Run 1, port wiring:
Scale: 4 px per µm.
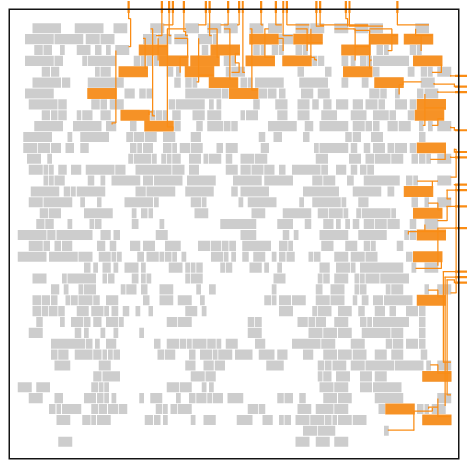
Run 1, wiring by layer:
Scale: 3 px per µm. Two of the layers only.
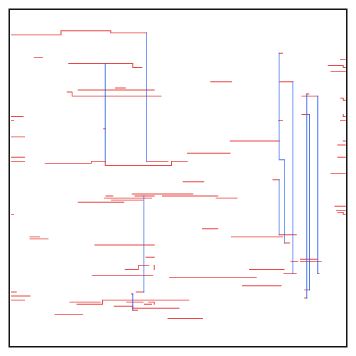
Run 1, placed standard cells:
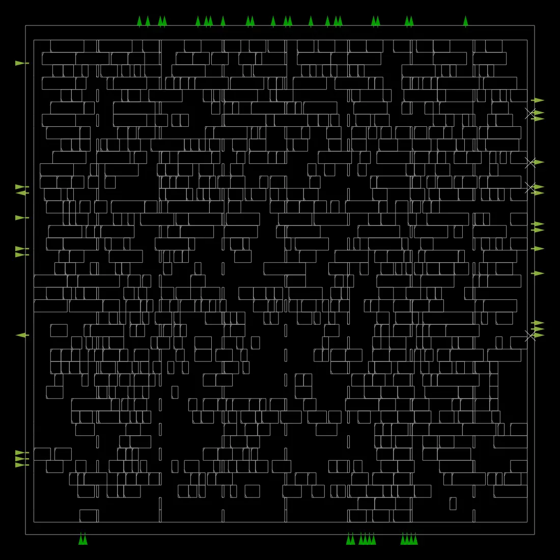
## src/rtl/fp16_to_fixed_pkg.sv

```systemverilog
// Shared fp16 constants, decoded-field record and alignment helper used by
// the fp16 decode blocks.
package fp16_to_fixed_pkg;

  localparam int FP16_EXP_BIAS = 15;
  localparam int FP16_MANT_W   = 10;
  localparam int FP16_EXP_MAX  = 31;

  localparam int FLAG_NAN = 2;
  localparam int FLAG_OVF = 1;
  localparam int FLAG_INX = 0;

  typedef struct packed {
    logic        sign;
    logic [4:0]  exp_eff;
    logic [10:0] mant;
    logic        is_zero;
    logic        is_inf;
    logic        is_nan;
  } fp16_fields_t;

  // Shift that places the 11-bit significand at weight 2^-frac_w per LSB.
  // Negative results mean a right shift.
  function automatic logic [7:0] align_shift(input logic [4:0] e, input int frac_w);
    align_shift = 8'(int'(e) + frac_w - (FP16_EXP_BIAS + FP16_MANT_W));
  endfunction

endpackage

```

## src/rtl/fp16_unpack.sv

```systemverilog
// Combinational fp16 field decoder: sign, effective exponent, significand
// with hidden bit, and zero/inf/nan classification.
module fp16_unpack
  import fp16_to_fixed_pkg::*;
(
  input  logic [15:0]  i_data,
  output fp16_fields_t o_fields
);

  logic [4:0] w_exp;
  logic [9:0] w_mant;
  logic       w_exp_nz;

  assign w_exp    = i_data[FP16_MANT_W +: 5];
  assign w_mant   = i_data[FP16_MANT_W-1:0];
  assign w_exp_nz = |w_exp;

  // Denormals share the exponent of the smallest normal but lack the hidden bit.
  always_comb begin
    o_fields         = '0;
    o_fields.sign    = i_data[15];
    o_fields.exp_eff = w_exp_nz ? w_exp : 5'd1;
    o_fields.mant    = {w_exp_nz, w_mant};
    o_fields.is_zero = !w_exp_nz && (w_mant == 10'd0);
    o_fields.is_inf  = (w_exp == 5'(FP16_EXP_MAX)) && (w_mant == 10'd0);
    o_fields.is_nan  = (w_exp == 5'(FP16_EXP_MAX)) && (w_mant != 10'd0);
  end

endmodule

```

## src/rtl/fp16_to_fixed.sv

```systemverilog
// fp16 -> signed fixed-point converter, two-stage valid/ready pipeline.
// Stage 1 classifies and aligns, stage 2 rounds, negates and saturates.
// Define FP16_TO_FIXED_RNE_EN for round-to-nearest-even; otherwise the
// result is truncated toward zero.
module fp16_to_fixed
  import fp16_to_fixed_pkg::*;
#(
  parameter int OUT_W  = 32,
  parameter int FRAC_W = 8
) (
  input  logic             clk,
  input  logic             rst_n,
  input  logic             in_valid,
  output logic             in_ready,
  input  logic [15:0]      in_data,
  output logic             out_valid,
  input  logic             out_ready,
  output logic [OUT_W-1:0] out_data,
  output logic [2:0]       out_flags
);

  // Magnitude width: an 11-bit significand shifted left by up to OUT_W-1.
  localparam int                MW      = OUT_W + 12;
  localparam logic [MW-1:0]     LIM     = MW'(1) << (OUT_W - 1);
  localparam logic signed [7:0] OUT_W_S = 8'(OUT_W);
  localparam logic [OUT_W-1:0]  SAT_MAX = {1'b0, {(OUT_W-1){1'b1}}};
  localparam logic [OUT_W-1:0]  SAT_MIN = {1'b1, {(OUT_W-1){1'b0}}};

  logic             r_s1_valid;
  logic             r_s1_sign;
  logic             r_s1_nan;
  logic             r_s1_ovf;
  logic [MW-1:0]    r_s1_mag;
  logic             r_s1_guard;
  logic             r_s1_sticky;

  logic             r_s2_valid;
  logic [OUT_W-1:0] r_s2_data;
  logic [2:0]       r_s2_flags;

  logic             w_s1_load;
  logic             w_s2_load;

  fp16_fields_t     w_f;
  logic signed [7:0] w_shift;
  logic             w_lovf;
  logic [6:0]       w_lsh_amt;
  logic [4:0]       w_rsh_amt;
  logic [MW-1:0]    w_lsh;
  logic [34:0]      w_rext;
  logic [MW-1:0]    w_mag;
  logic             w_guard;
  logic             w_sticky;

  logic             w_inc;
  logic [MW-1:0]    w_rnd;
  logic             w_inexact;
  logic [OUT_W-1:0] w_data;
  logic [2:0]       w_flags;

  assign w_s2_load = !r_s2_valid || out_ready;
  assign w_s1_load = !r_s1_valid || w_s2_load;
  assign in_ready  = rst_n && w_s1_load;
  assign out_valid = r_s2_valid;
  assign out_data  = r_s2_data;
  assign out_flags = r_s2_flags;

  fp16_unpack u_unpack (
    .i_data   (in_data),
    .o_fields (w_f)
  );

  // Align the significand; oversize left shifts are flagged instead of applied.
  always_comb begin
    w_shift   = align_shift(w_f.exp_eff, FRAC_W);
    w_lovf    = !w_shift[7] && (w_shift >= OUT_W_S);
    w_lsh_amt = (w_shift[7] || w_lovf) ? 7'd0 : w_shift[6:0];
    w_rsh_amt = w_shift[7] ? 5'(-w_shift) : 5'd0;
    w_lsh     = {{(MW-11){1'b0}}, w_f.mant} << w_lsh_amt;
    w_rext    = {w_f.mant, 24'd0} >> w_rsh_amt;
    w_mag     = w_lsh;
    w_guard   = 1'b0;
    w_sticky  = 1'b0;
    if (w_shift[7]) begin
      w_mag    = MW'(w_rext[34:24]);
      w_guard  = w_rext[23];
      w_sticky = |w_rext[22:0];
    end
  end

  // Stage 1 register: captures the aligned magnitude and classification.
  always_ff @(posedge clk) begin
    if (!rst_n) begin
      r_s1_valid  <= 1'b0;
      r_s1_sign   <= 1'b0;
      r_s1_nan    <= 1'b0;
      r_s1_ovf    <= 1'b0;
      r_s1_mag    <= '0;
      r_s1_guard  <= 1'b0;
      r_s1_sticky <= 1'b0;
    end else if (w_s1_load) begin
      r_s1_valid  <= in_valid;
      r_s1_sign   <= w_f.sign;
      r_s1_nan    <= w_f.is_nan;
      r_s1_ovf    <= w_f.is_inf || (w_lovf && !w_f.is_nan);
      r_s1_mag    <= w_mag;
      r_s1_guard  <= w_guard;
      r_s1_sticky <= w_sticky;
    end
  end

  // Round the unsigned magnitude, then saturate and apply the sign.
  always_comb begin
`ifdef FP16_TO_FIXED_RNE_EN
    w_inc = r_s1_guard && (r_s1_sticky || r_s1_mag[0]);
`else
    w_inc = 1'b0;
`endif
    w_rnd     = r_s1_mag + MW'(w_inc);
    w_inexact = r_s1_guard || r_s1_sticky;
    w_data    = '0;
    w_flags   = '0;
    if (r_s1_nan) begin
      w_flags[FLAG_NAN] = 1'b1;
    end else if (r_s1_ovf || (!r_s1_sign && (w_rnd >= LIM)) ||
                 (r_s1_sign && (w_rnd > LIM))) begin
      w_data            = r_s1_sign ? SAT_MIN : SAT_MAX;
      w_flags[FLAG_OVF] = 1'b1;
    end else begin
      w_data            = r_s1_sign ? -w_rnd[OUT_W-1:0] : w_rnd[OUT_W-1:0];
      w_flags[FLAG_INX] = w_inexact;
    end
  end

  // Stage 2 register doubles as the output register.
  always_ff @(posedge clk) begin
    if (!rst_n) begin
      r_s2_valid <= 1'b0;
      r_s2_data  <= '0;
      r_s2_flags <= '0;
    end else if (w_s2_load) begin
      r_s2_valid <= r_s1_valid;
      r_s2_data  <= w_data;
      r_s2_flags <= w_flags;
    end
  end

endmodule

```

## config.mk

```make
export PLATFORM = sky130hd
export DESIGN_NAME = fp16_to_fixed
export DESIGN_NICKNAME = d
export VERILOG_FILES = /design/src/rtl/fp16_to_fixed_pkg.sv /design/src/rtl/fp16_unpack.sv /design/src/rtl/fp16_to_fixed.sv
export SDC_FILE = /design/constraint.sdc
export NUM_CORES = 1
export LEC_CHECK = 0
export ABC_CLOCK_PERIOD_IN_PS = 11200
export CORE_MARGIN = 1.5
export CORE_UTILIZATION = 45
export CTS_CLUSTER_SIZE = 24
export DETAILED_ROUTE_END_ITERATION = 7
export HOLD_SLACK_MARGIN = 0.1
export PLACE_DENSITY_LB_ADDON = 0.1
export SYNTH_ARGS = -nofsm -noshare
export SYNTH_HDL_FRONTEND = slang
export SYNTH_HIERARCHICAL = 1
export SYNTH_SLANG_ARGS = --single-unit
```

## constraint.sdc

```tcl
create_clock -name clk -period 11.2 [get_ports clk]
set_clock_uncertainty 0.2 [all_clocks]
set_input_delay 2.24 -clock clk [delete_from_list [all_inputs] [get_ports clk]]
set_output_delay 2.24 -clock clk [all_outputs]
set_load 0.005 [all_outputs]
```

==> flow_summary.toml, run 1 <==
# physical design summary
[outcome]
status = "complete, but fails checks"
violations = "DRC"

[placement]
hpwl_um = 11100

[final_timing]
relSlewSlack_pct = 21.0
fmax_mhz = 141

[global_routing]
grt_max_degree = 50

[power]
cellPowerDensity_nw_per_um2 = 138
leakage_nw = 2.36
ir_drop_uv = 102

[cells_and_area]
regArea_um2 = 1720
n_fill_cell = 1130
logic_area_um2 = 3260
utilization_pct = 53.4

[min_path]
hold_path_class = "reg2reg"
hp-start = "out_data[30]"

[flow_run]
warnings = 27

[clock_network]
cts_max_path_buffers = 2
cts_sinks = 86
cts_resized = 0
cts_tree = "built"

[critical_path]
worst-setup-path-type = "in2reg"

[synth]
netlist_area_um2 = 5350

[routing]
drc = 4
## Picture notes: 'port wiring'
[out_data] orange | direction: output | edge: 19 top, 13 right | end cells: 32 | buffers: 32 | wire: 701 µm
PortBufs: 56
I/O pins: 57

## Picture notes: 'wiring by layer'
[metal 4] blue | wire length: 446 µm
[metal 3] red | wire length: 695 µm
vias post-DR: 5,047
gr usage total: 24.6%
per-cell routed wire length: 18.2 µm
final WL: 15,400 µm

## Picture notes: 'placed standard cells'
TAP cells: 143
fraction of area in registers: 28.0%

==> run 1: worst max path at each step <==
stage,start,end,cells after the start
final,in_data[14],r_s1_mag[6],13
after global routing,in_data[14],r_s1_mag[1],13
after CTS,in_data[14],r_s1_mag[1],13
after detailed placement,in_data[14],r_s1_mag[6],13
after global placement,in_data[14],r_s1_sticky,14
after floorplan,in_data[10],r_s1_mag[15],16
==> run 1: worst max-delay path, delay by kind of cell <==
| family | cells | cell delay (ns) |
|---|---|---|
| muxes | 2 | 0.41 |
| AOI/OAI and AO/OA | 4 | 1.99 |
| buffers and inverters | 2 | 1.01 |
| and+or+nand+nor | 4 | 1.11 |
| adders and majority gates | 1 | 0.37 |
==> run 1: registers in the layout, indices dropped and copies added, names as in the netlist <==
register and flops:
r_s1_mag 44, out_data 32, out_flags 3, out_valid 1, r_s1_guard 1, r_s1_nan 1, r_s1_ovf 1, r_s1_sign 1
r_s1_sticky 1, r_s1_valid 1
==> run 1: report_power, final <==
group	switching, mW	leakage [nW]	internal, mW
Combinational	0.118	1.52	0.0923
Sequential	0.0133	0.702	0.324
Clock	0.126	0.142	0.173
Total	0.257	2.36	0.590
==> run 1: layout make-up <==
cell class                      instances  area share (%)
Clock inverter                          7            1.18
Timing Repair Buffer                   64            10.1
Multi-Input combinational cell        516            53.1
Inverter                               18            1.10
Tap cell                              143            2.91
Sequential cell                        86            28.0
Clock buffer                            9            3.66
==> run 1: per-stage QoR <==
| step | power, mW | setup slack (ns) |
|---|---|---|
| final | 0.847 | 4.12 |
| after global routing | 0.889 | 3.79 |
| after CTS | 0.853 | 4.28 |
| after detailed placement | 0.552 | 3.95 |
| after global placement | 0.551 | 4.00 |
| after floorplan | 0.485 | 5.19 |
==> run 1: per-layer routing <==
layer / up-vias / track usage (%) / share of wire (%)
li1: 2496 / - / -
met1: 2398 / 34.2 / 48
met2: 131 / 38.2 / 45
met3: 22 / 3.81 / 4.5
met4: 0 / 10.2 / 2.9
met5: - / 0 / 0
Run 1, signal metal coverage by tile:
Scale: 3 px per µm. The die is cut into 22 by 22 equal tiles; dark blue is low, red is high, scaled to the fullest tile. Values are wire area over tile area, all layers added.
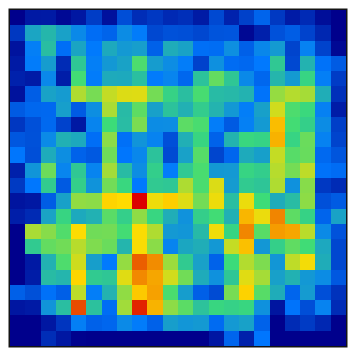

## Run 2: what changed since run 1
Settings changed: ABC_CLOCK_PERIOD_IN_PS 11200 to 6020.
Clock period 11.2 ns to 6.02 ns, I/O delays scaled along.
Run 2, signal metal coverage by tile:
Scale: 3 px per µm. The die is cut into 22 by 22 equal tiles; dark blue is low, red is high, scaled to the fullest tile. Values are wire area over tile area, all layers added.
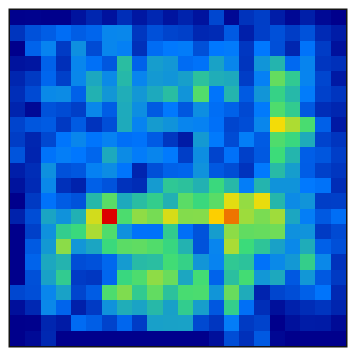
fullest tile: 0.79
emptiest ninth of the die: top left
tiles over half the peak: 10%
nearly empty tiles: 7.0%
mean over tiles: 0.20
per-cell routed wire length: 18.4 µm
final WL: 15,700 µm

==> run 2 against run 1 <==
Compared with the run above: the flow still finishes with violations (DRC); combinational power up about 90%; worst setup slack worse by 3.1 ns; clock power increased by 100%; synthesized cell count unchanged; global-route usage is 1.2 points higher; cell area increased by 1.6%; sequential share of layout area is 0.45 points lower; critical path type unchanged; largest cell class unchanged; largest power group unchanged.
==> flow_summary.toml, run 2 <==
# physical design summary
[outcome]
status = "complete, but fails checks"
violations = "DRC"

[power]
leakage_nw = 2.42
p_sw_mw = 0.475
p_comb_share_pct = 24.4
total_power_mw = 1.63
sw_frac_of_total_pct = 29.2
ir_drop_uv = 217
p_int_mw = 1.15
p_seq_share_pct = 38.6
cellPowerDensity_nw_per_um2 = 261
clkPwrFrac_pct = 37.0

[min_path]
hold_path_class = "reg2reg"
hp-start = "out_data[13]"

[clock_network]
cts_tree = "built"
cts_resized = 0
cts_sinks = 86
htree_levels = 3
cts_max_path_buffers = 2
cts_inserted_buffers = 9

[critical_path]
worst-setup-path-type = "in2reg"
cp_max_fo = 15
path_depth = 14
cp-startpoint = "in_data[13]"
regToRegStartpoint = "r_s1_mag[2]"
critPathBufInv = 2
cp_top_family = "simple AND/OR/NAND/NOR gates"

[flow_run]
warnings = 27

[final_timing]
worst_slack_ns = 1.02
timing.hold.ws_ns = 0.254
fmax_mhz = 200
fin_crit_sh_pct = 83.1
relSlewSlack_pct = 41.3
setup_viol = 0

[cells_and_area]
largest_register_ffs = 44
regMostFlops = "r_s1_mag"

[placement]
pre_cts_ws_ns = 0.762
port_buffers = 56
hpwl_um = 11400

[floorplanning]
io_pins = 57

[routing]
drc = 5
vias = 5202

[global_routing]
grt_util_all_layers_pct = 25.8
antenna_found_initial = 0
grt_max_degree = 49
grt_pass1_wl_um = 25800

[synth]
netlist_area_um2 = 5350
Run 2, port wiring:
Scale: 4 px per µm.
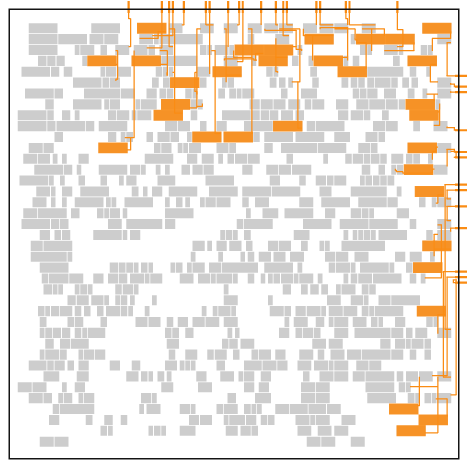
[out_data] orange | direction: output | edge: 19 top, 13 right | end cells: 32 | buffers: 32 | wire: 785 µm

-- run 2: cell types whose count changed in the layout (fill, tap and decap cells not counted), sizes merged --
| cell | delta |
|---|---|
| clkbuf | +2 |
| clkinvlp | -1 |
| bufinv | +1 |
| inv | -1 |
| clkinv | -1 |
| buf | +10 |
-- run 2: area by class of cell --
cell class / instances / area [µm²]
clock buffers: 11 / 243
inverters: 18 / 67.6
fillers: 1078 / 5260
flip-flops and latches: 86 / 1720
multi-input cells: 516 / 3260
well taps: 143 / 179
clock inverters: 5 / 81.3
repair buffers: 74 / 696
-- run 2: power groups by stage --
stage	clock (mW)	combinational (mW)	sequential, mW
3_5_place_dp	0	0.392	0.641
3_3_place_gp	0	0.389	0.640
5_1_grt	0.640	0.436	0.632
4_1_cts	0.617	0.394	0.629
2_1_floorplan	0	0.265	0.637
6_report	0.603	0.398	0.629
-- run 2: worst min-delay path by stage --
stage / end / slack (ns) / cells after the start
finish: out_data[13] / 0.25 / 2
global route: out_data[10] / 0.28 / 2
CTS: out_data[10] / 0.26 / 2
detailed placement: out_data[6] / 0.25 / 2
global placement: r_s1_guard / 0.24 / 2
floorplan: r_s1_mag[12] / 0.23 / 1
-- run 2: metal layers --
metal / vias up / wire length, µm / track usage, %
met4: 0 / 385 / 9.62
met1: 2496 / 7110 / 33.3
li1: 2519 / - / -
met3: 26 / 873 / 6.15
met2: 161 / 7290 / 42.2
met5: - / 0 / 0
-- run 2: worst register-to-register path, delay by kind of cell, from the launching register on --
family,cells,cell delay (ns)
AND-OR/OR-AND,2,0.74
XOR/XNOR,1,0.13
flip-flops,1,0.35
AND/OR/NAND/NOR,5,2.24
-- run 2: metrics by stage --
step                      utilization (%)  area (µm²)
after floorplan                         -        5350
after global placement               51.5        5930
after detailed placement             51.5        5930
after CTS                            54.3        6250
after global routing                 54.3        6250
final                                54.3        6250
No activity file was given, so power comes from the tool's default toggle rates.
